### Cell classes on the final placement, run 1

Fill, decap, tap and diode cells in grey.
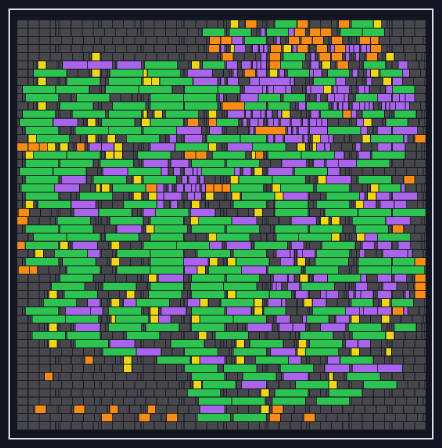
### Placement view, run 1

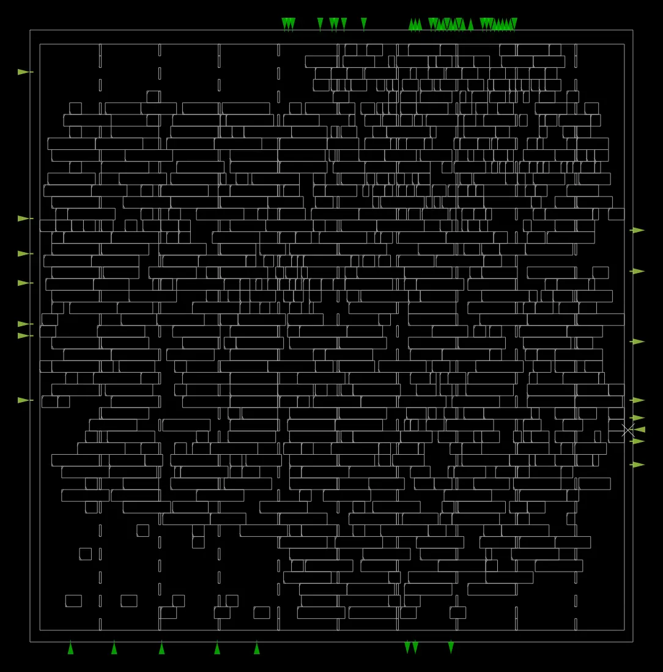
### The metal 3 layer, run 1

Scale bar: 50 um.
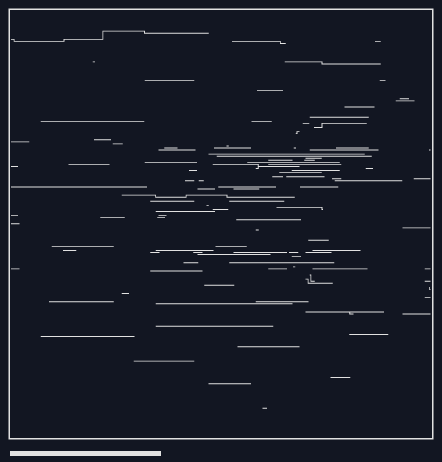
`src/rtl/instr_sequencer.sv`:
```
`default_nettype none
`timescale 1ns/1ps
// +----------------------------------------------------------------------------+
// | Module      : instr_sequencer                                              |
// | Description : 16x12 instruction store that streams a program into the     |
// |               processor, holding each instruction for a class-dependent    |
// |               number of cycles and capturing the result of each one.       |
// | Revision    : 1.0 - initial release                                        |
// +----------------------------------------------------------------------------+
module instr_sequencer #(
    parameter int          MOV_CYCLES = 6,
    parameter int          ALU_CYCLES = 8,
    parameter logic [11:0] IDLE_INSTR = 12'h000
) (
    input  logic        clk,
    input  logic        rst,
    input  logic        prog_we,
    input  logic [3:0]  prog_addr,
    input  logic [11:0] prog_data,
    input  logic [3:0]  last_addr,
    input  logic        start,
    input  logic        abort,
    input  logic [3:0]  result_in,
    output logic [11:0] instr_out,
    output logic        busy,
    output logic        result_valid,
    output logic [3:0]  result_out,
    output logic [3:0]  result_pc,
    output logic        done,
    output logic        aborted
);

    typedef enum logic [1:0] {
        S_IDLE = 2'd0,
        S_RUN  = 2'd1,
        S_DONE = 2'd2
    } state_t;

    localparam logic [3:0] c_movLast = 4'(MOV_CYCLES - 1);
    localparam logic [3:0] c_aluLast = 4'(ALU_CYCLES - 1);

    state_t      r_state;
    logic [11:0] r_mem [16];
    logic [3:0]  r_pc;
    logic [3:0]  r_cnt;
    logic [3:0]  r_endAddr;
    logic        r_abortPend;

    logic [3:0]  w_nextPc;
    logic [11:0] w_nextInstr;
    logic [11:0] w_firstInstr;

    // Hold counter is loaded with the last cycle index, so it ends at zero.
    function automatic logic [3:0] holdLast(input logic [11:0] instr);
        return instr[11] ? c_movLast : c_aluLast;
    endfunction

    assign w_nextPc     = r_pc + 4'd1;
    assign w_nextInstr  = r_mem[w_nextPc];
    // A write to entry 0 coinciding with start must be seen by the run.
    assign w_firstInstr = (prog_we && (prog_addr == 4'd0)) ? prog_data : r_mem[0];

    always_ff @(posedge clk) begin
        if (prog_we && (r_state == S_IDLE)) begin
            r_mem[prog_addr] <= prog_data;
        end
    end

    always_ff @(posedge clk) begin
        if (rst) begin
            r_state      <= S_IDLE;
            r_pc         <= 4'd0;
            r_cnt        <= 4'd0;
            r_endAddr    <= 4'd0;
            r_abortPend  <= 1'b0;
            instr_out    <= IDLE_INSTR;
            busy         <= 1'b0;
            result_valid <= 1'b0;
            result_out   <= 4'd0;
            result_pc    <= 4'd0;
            done         <= 1'b0;
            aborted      <= 1'b0;
        end else begin
            result_valid <= 1'b0;
            done         <= 1'b0;
            case (r_state)
                S_IDLE: begin
                    if (start) begin
                        r_state     <= S_RUN;
                        busy        <= 1'b1;
                        r_pc        <= 4'd0;
                        instr_out   <= w_firstInstr;
                        r_cnt       <= holdLast(w_firstInstr);
                        r_endAddr   <= last_addr;
                        r_abortPend <= 1'b0;
                    end
                end
                S_RUN: begin
                    if (abort) begin
                        r_abortPend <= 1'b1;
                    end
                    if (r_cnt != 4'd0) begin
                        r_cnt <= r_cnt - 4'd1;
                    end else begin
                        result_out   <= result_in;
                        result_pc    <= r_pc;
                        result_valid <= 1'b1;
                        if ((r_pc == r_endAddr) || r_abortPend || abort) begin
                            r_state   <= S_DONE;
                            instr_out <= IDLE_INSTR;
                            busy      <= 1'b0;
                            done      <= 1'b1;
                            aborted   <= r_abortPend | abort;
                        end else begin
                            r_pc      <= w_nextPc;
                            instr_out <= w_nextInstr;
                            r_cnt     <= holdLast(w_nextInstr);
                        end
                    end
                end
                S_DONE: begin
                    r_state <= S_IDLE;
                    aborted <= 1'b0;
                end
                default: begin
                    r_state <= S_IDLE;
                end
            endcase
        end
    end

endmodule
`default_nettype wire

```
`config.mk`:
```
export PLATFORM = sky130hd
export DESIGN_NAME = instr_sequencer
export DESIGN_NICKNAME = d
export VERILOG_FILES = /design/src/rtl/instr_sequencer.sv
export SDC_FILE = /design/constraint.sdc
export NUM_CORES = 1
export LEC_CHECK = 0
export CORE_AREA = 2 2 138 140
export CTS_BUF_LIST = sky130_fd_sc_hd__clkbuf_4
export DETAILED_ROUTE_END_ITERATION = 10
export DIE_AREA = 0 0 140 142
export HOLD_SLACK_MARGIN = 0.15
export PLACE_DENSITY = 0.71
export SLEW_MARGIN = 40
export SYNTH_ARGS = -nofsm -noshare
export SYNTH_HDL_FRONTEND = slang
export SYNTH_SLANG_ARGS = --single-unit
export TNS_END_PERCENT = 100
```
`constraint.sdc`:
```
create_clock -name clk -period 6.7 [get_ports clk]
set_input_delay 1.34 -clock clk [delete_from_list [all_inputs] [get_ports clk]]
set_output_delay 1.34 -clock clk [all_outputs]
set_load 0.02 [all_outputs]
```
==> results.sh, run 1 <==
# yosys + openroad results
export IMPL_cts_tree="built"
export IMPL_regArea_sq_um=6550
export IMPL_avgViaCountPerCell=5.720
export IMPL_p_sw_share_pct=23.43
export IMPL_powerSeq_uw=1610
export IMPL_crit_slowest_cell="ha_2"
export IMPL_post_drt_wl_per_cell_um=22.56
export IMPL_cts_buffers=60
export IMPL_io_pins=53
export IMPL_aoi_share_pct=6.044
export IMPL_synthCells=523
export IMPL_top_power_group="registers"
export IMPL_top_register="r_mem"
export IMPL_synth_cell_types=46
export IMPL_ys_sh_simple_pct=4.721
export IMPL_ir_drop_v=0.0001885
export IMPL_violations="design-rule violations"
export IMPL_hold_depth=2
export IMPL_setup_viol=0
export IMPL_status="finished with violations"
export IMPL_hold_class="register to register"
export IMPL_slowest_delay_ns=0.75
export IMPL_crit_start="r_pc[0]$_SDFFE_PP0P_"
export IMPL_synth_warnings=0
export IMPL_top_logic_kind="multiplexers"
export IMPL_largest_cell_class="registers"
export IMPL_port_buffers=52
export IMPL_syn_num_nets=554
export IMPL_ant_nets=0
export IMPL_ys_cells=523
export IMPL_maxCapViolCount=0
export IMPL_synth_top_flop_cell="edfxtp_1"
export IMPL_drc=1
export IMPL_power_leakage_uw=0.003564
export IMPL_place_gp_congestion=0.7871
export IMPL_cp_cell_sequence="buf_16 > ha_2 > buf_4 > mux4_2 > mux2_2 > a22oi_2 > a211oi_2"
About 'Cell classes on the final placement':
yellow -> clock drivers and dummy loads  # cells 109, share of their area 7.3%
orange -> other buffers and delay cells  # cells 69, share of their area 6.3%
green -> flip-flops  # cells 231, share of their area 61%
purple -> all other logic  # cells 263, share of their area 25%

About 'Placement view':
flop share of the area: 59.36%
registers: 231
fill cell count: 1374

About 'The metal 3 layer':
nets with wire on the layer = 68
main direction = horizontal
final WL: 20.46 mm
GRT met3 Usage: 4.711%
vias post-DR: 5188

[run 1: Yosys cell counts, drive strengths merged, types with 6 or more instances]
master	n
dfxtp	39
edfxtp	192
mux4	48
mux2	34
clkbuf	9
a22oi	14
buf	20
nand2	21
a21oi	24
xor2	6
nor2	43
nor3	10
a211oi	11
[run 1: per-layer routing]
layer / GRT usage, % / vias up / share of wire (%)
met5: 0 / - / 0
met4: 6.486 / 0 / 1.4
met3: 4.711 / 27 / 7.0
met2: 34.69 / 200 / 49
met1: 29.42 / 2630 / 42
li1: - / 2331 / -
[run 1: layout by cell type, fill, tap and decap left out, types with 3 or more instances in the layout]
cell	Yosys	layout
edfxtp_1	192	192
nand2_1	21	21
a211oi_2	10	10
mux4_2	48	48
clkbuf_4	0	100
o21ai_1	4	4
dfxtp_1	39	38
nor2_2	0	10
nand3_1	5	5
a22oi_1	4	4
mux2_2	32	32
xor2_1	4	4
inv_1	5	5
clkinv_1	0	8
clkdlybuf4s50_1	0	52
a21oi_1	24	24
nand2b_1	5	4
nand3b_1	3	3
nor3_4	1	6
buf_4	5	15
a311oi_1	4	4
mux2i_1	5	5
a22oi_2	10	10
nor2_1	43	33
nor3_1	8	4
[run 1: per-stage QoR]
step           cells  cell area, sq um  total power, uW
2_1_floorplan    523              9356             1784
3_3_place_gp     795             10140             1886
3_5_place_dp     797             10230             1900
4_1_cts          906             11020             3107
5_1_grt          907             11030             3213
6_report         907             11030             3084
[run 1: worst max-delay path: cells and delay by family, from the launching register on]
| kind | cells | cell delay [ns] |
|---|---|---|
| AND-OR/OR-AND | 2 | 0.27 |
| adder cells (fa/ha/maj) | 1 | 0.75 |
| buffers and inverters | 2 | 0.68 |
| flip-flops | 1 | 0.45 |
| multiplexers | 2 | 0.83 |
--- run 2 (diff from run 1) ---
Clock period 6.7 ns to 2.9 ns, I/O delays scaled along.
### Wires at chosen ports, followed through buffers, run 2

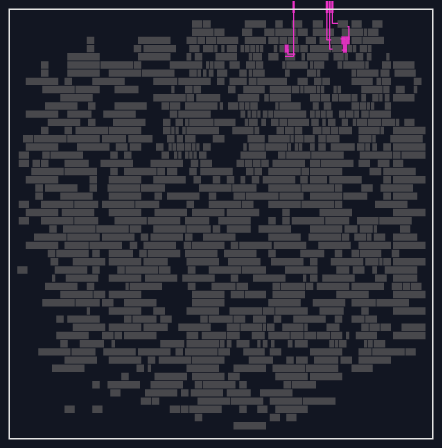
magenta -> `result_in`  # bits 4, direction input, end cells 4, buffers 4, wire 61.0 um
Port-buffer cells: 52
IO Pins: 53

==> run 2 against run 1 <==
Synthesized cell count unchanged. The run still ends with design-rule violations left. Fmax up 23%. Core utilization rose by 0.62 points. Wire length up 1.7%. Largest power group unchanged. Non-clock buffer count rose by 26. Critical endpoint is now instr_out[3]$_SDFFE_PP0P_. Flip-flop count unchanged.
==> results.sh, run 2 <==
# yosys + openroad results
export IMPL_ys_sh_simple_pct=4.721
export IMPL_top_power_group="registers"
export IMPL_cp_cell_sequence="inv_1 > ha_1 > or3b_1 > or2_1 > and2_1 > a21oi_1 > a211oi_2"
export IMPL_grt_max_degree=54
export IMPL_post_drt_wl_per_cell_um=22.35
export IMPL_dp_hpwl_mm=13.13
export IMPL_status="finished with violations"
export IMPL_top_register="r_mem"
export IMPL_top_cells_by_count="192 x edfxtp_1, 48 x mux4_2, 43 x nor2_1"
export IMPL_path_delay_family="simple AND/OR/NAND/NOR gates"
export IMPL_vias=5287
export IMPL_slowest_delay_ns=0.61
export IMPL_ir_drop_v=0.0003314
export IMPL_finalPower_uw=7077
export IMPL_ys_cells=523
export IMPL_synthCells=523
export IMPL_cp_num_cells=7
export IMPL_place_inst=823
export IMPL_stdcell_area_sq_um=11150
export IMPL_drc=1
export IMPL_violations="design-rule violations"
export IMPL_placed_area_sq_um=10380
export IMPL_power_leakage_uw=0.003687
export IMPL_powerSeq_uw=3720
export IMPL_synth_cell_types=46
export IMPL_crit_slowest_cell="and2_1"
export IMPL_cts_sinks=231
export IMPL_synth_top_flop_cell="edfxtp_1"
export IMPL_avgViaCountPerCell=5.679
export IMPL_lay_top_count="edfxtp_1"
export IMPL_hold_class="register to register"
export IMPL_top_logic_kind="multiplexers"
export IMPL_place_gp_congestion=0.8473
export IMPL_mostFrequentLayoutCells="192 x edfxtp_1, 98 x clkbuf_4, 52 x clkdlybuf4s50_1"
export IMPL_syn_num_nets=554
export IMPL_p_sw_share_pct=23.11
export IMPL_cts_tree="built"
export IMPL_chipArea_sq_um=19880
export IMPL_cts_buffers=57
export IMPL_maxCapViolCount=0
export IMPL_layout_cells_non_filler=931
export IMPL_synth_warnings=0
export IMPL_nFillCells=1357
export IMPL_worst_path_buf_inv=1
export IMPL_wl_mm=20.81
[run 2: cell counts after synthesis]
Identical to the previous run, type by type.
[run 2: area by class of cell]
cell class	instances	area [sq um]	area share (%)
timing repair buffer	95	868.3	7.789
clock inverter	10	37.54	0.3367
clock buffer	98	735.7	6.599
tap	234	292.8	2.626
inverter	5	18.77	0.1684
multi-input combinational	258	2645	23.73
sequential	231	6550	58.75
[run 2: logic make-up (layout without fill, tap and decap cells)]
| family | count (synthesis) | after routing |
|---|---|---|
| AND-OR/OR-AND | 67 | 67 |
| XOR/XNOR | 7 | 7 |
| adder cells (fa/ha/maj) | 2 | 2 |
| buffers and inverters | 34 | 208 |
| flip-flops | 231 | 231 |
| multiplexers | 87 | 87 |
| AND/OR/NAND/NOR | 95 | 95 |
[run 2: worst min-delay path by stage]
stage | start | to | slack (ns) | cells past startpoint
global placement | result_out[2]$_SDFFE_PP0P_ | result_out[2]$_SDFFE_PP0P_ | 0.44 | 2
CTS | result_in[0] | result_out[0]$_SDFFE_PP0P_ | 0.44 | 3
finish | result_pc[0]$_SDFFE_PP0P_ | result_pc[0]$_SDFFE_PP0P_ | 0.46 | 2
global route | result_in[2] | result_out[2]$_SDFFE_PP0P_ | 0.43 | 3
detailed placement | result_pc[2]$_SDFFE_PP0P_ | result_pc[2]$_SDFFE_PP0P_ | 0.45 | 2
floorplan | r_cnt[3]$_SDFFE_PP0P_ | r_cnt[3]$_SDFFE_PP0P_ | 0.44 | 1
[run 2: metal layers]
metal / wire, um / vias to the layer above / GRT usage, %
met4: 311 / 0 / 5.848
li1: - / 2387 / -
met3: 1134 / 36 / 4.307
met2: 10590 / 172 / 36.27
met1: 8769 / 2692 / 28.76
met5: 0 / - / 0
--- run 3 (diff from run 2) ---
Settings changed: CORE_AREA 2 2 138 140 to 2 2 140 142, DIE_AREA 0 0 140 142 to 0 0 142 144, PLACE_DENSITY 0.71 to 0.69, REMOVE_ABC_BUFFERS set to 1.
==> run 3 against run 2 <==
Global-route usage decreased by 0.23 points. Power down 1.3%. Critical path type unchanged. The run now ends clean. Hold slack got worse by 0.0066 ns. Synthesized cell count stayed put. Critical path depth unchanged.
==> results.sh, run 3 <==
# yosys + openroad results
export IMPL_cts_buffers=57
export IMPL_top_cells_by_count="192 x edfxtp_1, 48 x mux4_2, 43 x nor2_1"
export IMPL_avgViaCountPerCell=5.665
export IMPL_top_register="r_mem"
export IMPL_pre_cts_ws_ns=0.4223
export IMPL_post_drt_wl_per_cell_um=22.20
export IMPL_place_gp_congestion=0.7987
export IMPL_grt_max_degree=40
export IMPL_regArea_sq_um=6550
export IMPL_drt_iter0_drc=372
export IMPL_edf_count=192
export IMPL_cts_tree="built"
export IMPL_synth_cell_types=46
export IMPL_place_inst=827
export IMPL_grtUsageMet1_pct=27.83
export IMPL_crit_path_start_kind="register"
export IMPL_synth_top_flop_cell="edfxtp_1"
export IMPL_p_sw_share_pct=23.84
export IMPL_synth_warnings=0
export IMPL_top_regs="r_mem: 192 flops, instr_out: 12 flops"
export IMPL_ys_cells=523
export IMPL_stdcell_area_sq_um=11140
export IMPL_cts_sinks=231
export IMPL_drc=0
export IMPL_cts_root_buf="clkbuf_4"
export IMPL_core_sq_um=19080
export IMPL_dp_hpwl_mm=13.08
export IMPL_logic_area_sq_um=2645
export IMPL_chipArea_sq_um=20450
export IMPL_use_met3_pct=4.603
export IMPL_clk_pin_slew_ns=0.06
export IMPL_lay_top_count="edfxtp_1"
export IMPL_power_leakage_uw=0.003667
export IMPL_nFillCells=1465
export IMPL_port_buffers=52
export IMPL_maxCapViolCount=0
export IMPL_status="complete, no violations"
export IMPL_finalPower_uw=6987
export IMPL_io_pins=53
export IMPL_hold_class="register to register"
export IMPL_placed_area_sq_um=10390
export IMPL_wl_mm=20.76
export IMPL_use_met2_pct=35.83
export IMPL_crit_type="register to register"
export IMPL_mostFrequentLayoutCells="192 x edfxtp_1, 88 x clkbuf_4, 52 x clkdlybuf4s50_1"
export IMPL_vias=5297
export IMPL_top_usage_layer="met2"
export IMPL_critPathCaptureType="register"
export IMPL_grt_pass1_wl_mm=32.04
-- run 3: cell families after synthesis --
kind of cell | Yosys count | synth area share, %
DFF | 231 | 69.97
and+or+nand+nor | 95 | 4.721
muxes | 87 | 16.18
AOI/OAI and AO/OA | 67 | 6.044
buffers and inverters | 34 | 2.006
xor gates and xnor gates | 7 | 0.8157
adders and majority gates | 2 | 0.2674
-- run 3: cell type report --
cell class / instances / share of cell area [%]
tap: 238 / 2.674
clock buffer: 88 / 5.931
clock inverter: 20 / 0.7639
inverter: 5 / 0.1685
multi-input combinational: 258 / 23.75
sequential: 231 / 58.81
timing repair buffer: 95 / 7.908
-- run 3: power groups by stage --
stage	Clock (uW)	Sequential, uW	Combinational (uW)
final	2650	3720	614
after CTS	2730	3720	619
after floorplan	0	3820	276
after detailed placement	0	3790	616
after global placement	0	3790	596
after global routing	2920	3720	658
-- run 3: per-layer routing --
metal | part of all wire [%] | wire, um
met4 | 1.4 | 285
met1 | 42 | 8764
met5 | 0 | 0
met3 | 6.7 | 1385
met2 | 50 | 10320
-- run 3: worst max-delay path, cell delays in order (launching register included) --
cell	delay, ns
dfxtp_4	0.45
buf_12	0.33
xor2_2	0.15
o41ai_4	0.69
nor3_2	0.07
buf_4	0.23
a22oi_2	0.19
a211oi_2	0.08
-- run 3: final timing paths --
path              slack [ns]                      start                        end  cells past startpoint
setup / recovery        0.53       r_pc[0]$_SDFFE_PP0P_  instr_out[9]$_SDFFE_PP0P_                      7
hold / removal          0.46  result_pc[3]$_SDFFE_PP0P_  result_pc[3]$_SDFFE_PP0P_                      2
setup reg to reg        0.53       r_pc[0]$_SDFFE_PP0P_  instr_out[9]$_SDFFE_PP0P_                      7
hold reg to reg         0.46  result_pc[3]$_SDFFE_PP0P_  result_pc[3]$_SDFFE_PP0P_                      2
### Placement view, run 3

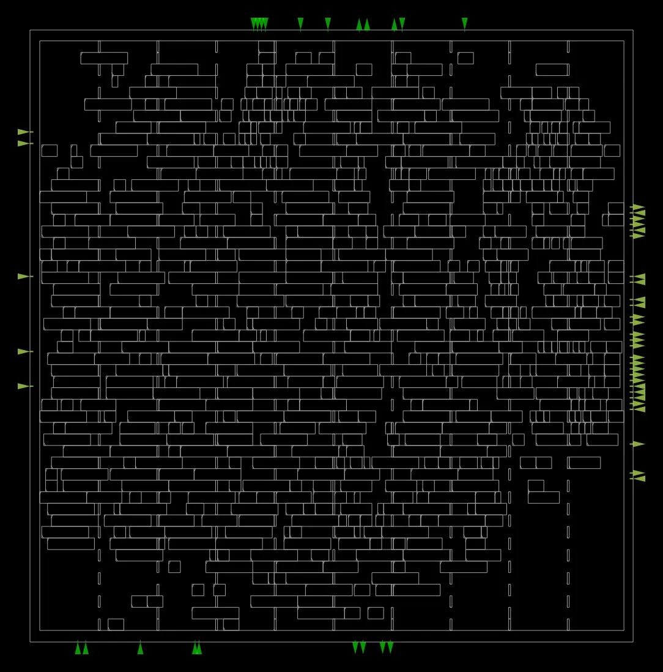
flop share of the area: 58.81%
Finished Layout Cells: 935

Power is estimated from default activity; no workload was simulated.
